==> config.mk <==
export PLATFORM = sky130hd
export DESIGN_NAME = decode_ctrl_stage
export DESIGN_NICKNAME = d
export VERILOG_FILES = /design/src/rtl/decode_ctrl_stage.sv
export SDC_FILE = /design/constraint.sdc
export NUM_CORES = 1
export LEC_CHECK = 0
export CORE_AREA = 2 2 181 183
export CTS_BUF_LIST = sky130_fd_sc_hd__clkbuf_2 sky130_fd_sc_hd__clkbuf_4 sky130_fd_sc_hd__clkbuf_8
export DETAILED_ROUTE_END_ITERATION = 10
export DIE_AREA = 0 0 183 185
export SYNTH_ARGS = -nofsm -noshare
export SYNTH_HDL_FRONTEND = slang
export SYNTH_SLANG_ARGS = --single-unit
==> constraint.sdc <==
create_clock -name clk -period 1.9 [get_ports clk]
set_input_delay 0.19 -clock clk [delete_from_list [all_inputs] [get_ports clk]]
set_output_delay 0.19 -clock clk [all_outputs]
set_load 0.02 [all_outputs]
Figure 1. M1 wires.
Scale bar: 50 um. Supply wires on this layer in gray.
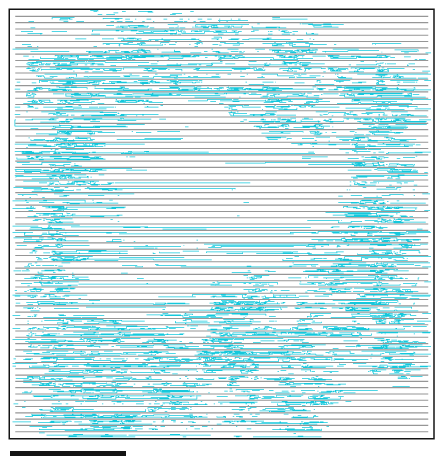
wire length on this layer: 16600 um
longest straight run: 78.7 um
main direction: horizontal
nets with wire on the layer: 1554
share of all routed wire: 40%
Routed WL: 41700 um
met1 Resource Use GR: 28.0%
Vias: 9908

Figure 2. Signal wires on met2.
Cells faint in the background.
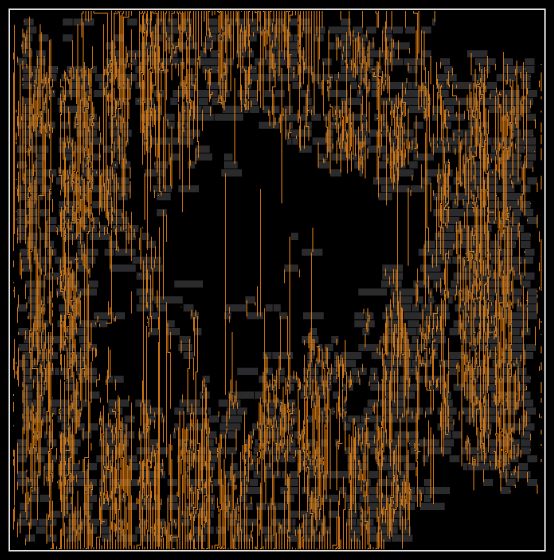
longest straight run: 109 um
main direction: vertical
met2 global-route usage: 41.0%

==> results.toml <==
# generated from flow reports
[logic_synthesis]
synthAdderAreaFrac_pct = 0.158
xor_share_pct = 2.10
synthMuxAreaShare_pct = 0.711
topCombFamilyByArea = "AND-OR/OR-AND gates"
synthArstFlopShare_pct = 0
yosysSeqAreaShare_pct = 41.0
top_cell = "dfxtp_1"

[clock_network]
cts_root_buffer = "clkbuf_8"
ctsHoldBuffers = 0
cts-buffers-inserted = 17
cts.clk_slew.worst_paths_ns = 0.12

[routing]
firstDrtPassIters = 5
vias_per_cell = 5.25
avgRoutedWirePerCell_um = 22.1
wl_met2_um = 20500

[sta]
min_period_ns = 2.25
rsz0062_at_grt = "yes"
postLayoutSetupSlackWorst_ns = -0.348
skew_ns = 0.0284
finalSetupViolCount = 163

[power_and_ir_drop]
intPower_mw = 5.57
leakage_nw = 5.36
p_sw_share_pct = 29.3
p_clk_mw = 2.73
comb_power_mw = 1.61

[placed_design]
routabilityCongestion = 0.902
dpl_worst_slack_ns = -0.647
place_area_mm2 = 0.0139

[run]
cap_violations = 0

[floorplan]
io_pins = 462
die_y_um = 185

[setup_path]
crit_arrival_ns = 2.57

[outcome]
violations = "negative setup slack"
status = "complete, but fails checks"

[final_layout]
num_antenna_cells = 8
comb_area_share_pct = 29.8
final-clk-cell-share_pct = 2.64
ff_count = 162

[grt]
gr-usage-met3_pct = 7.04
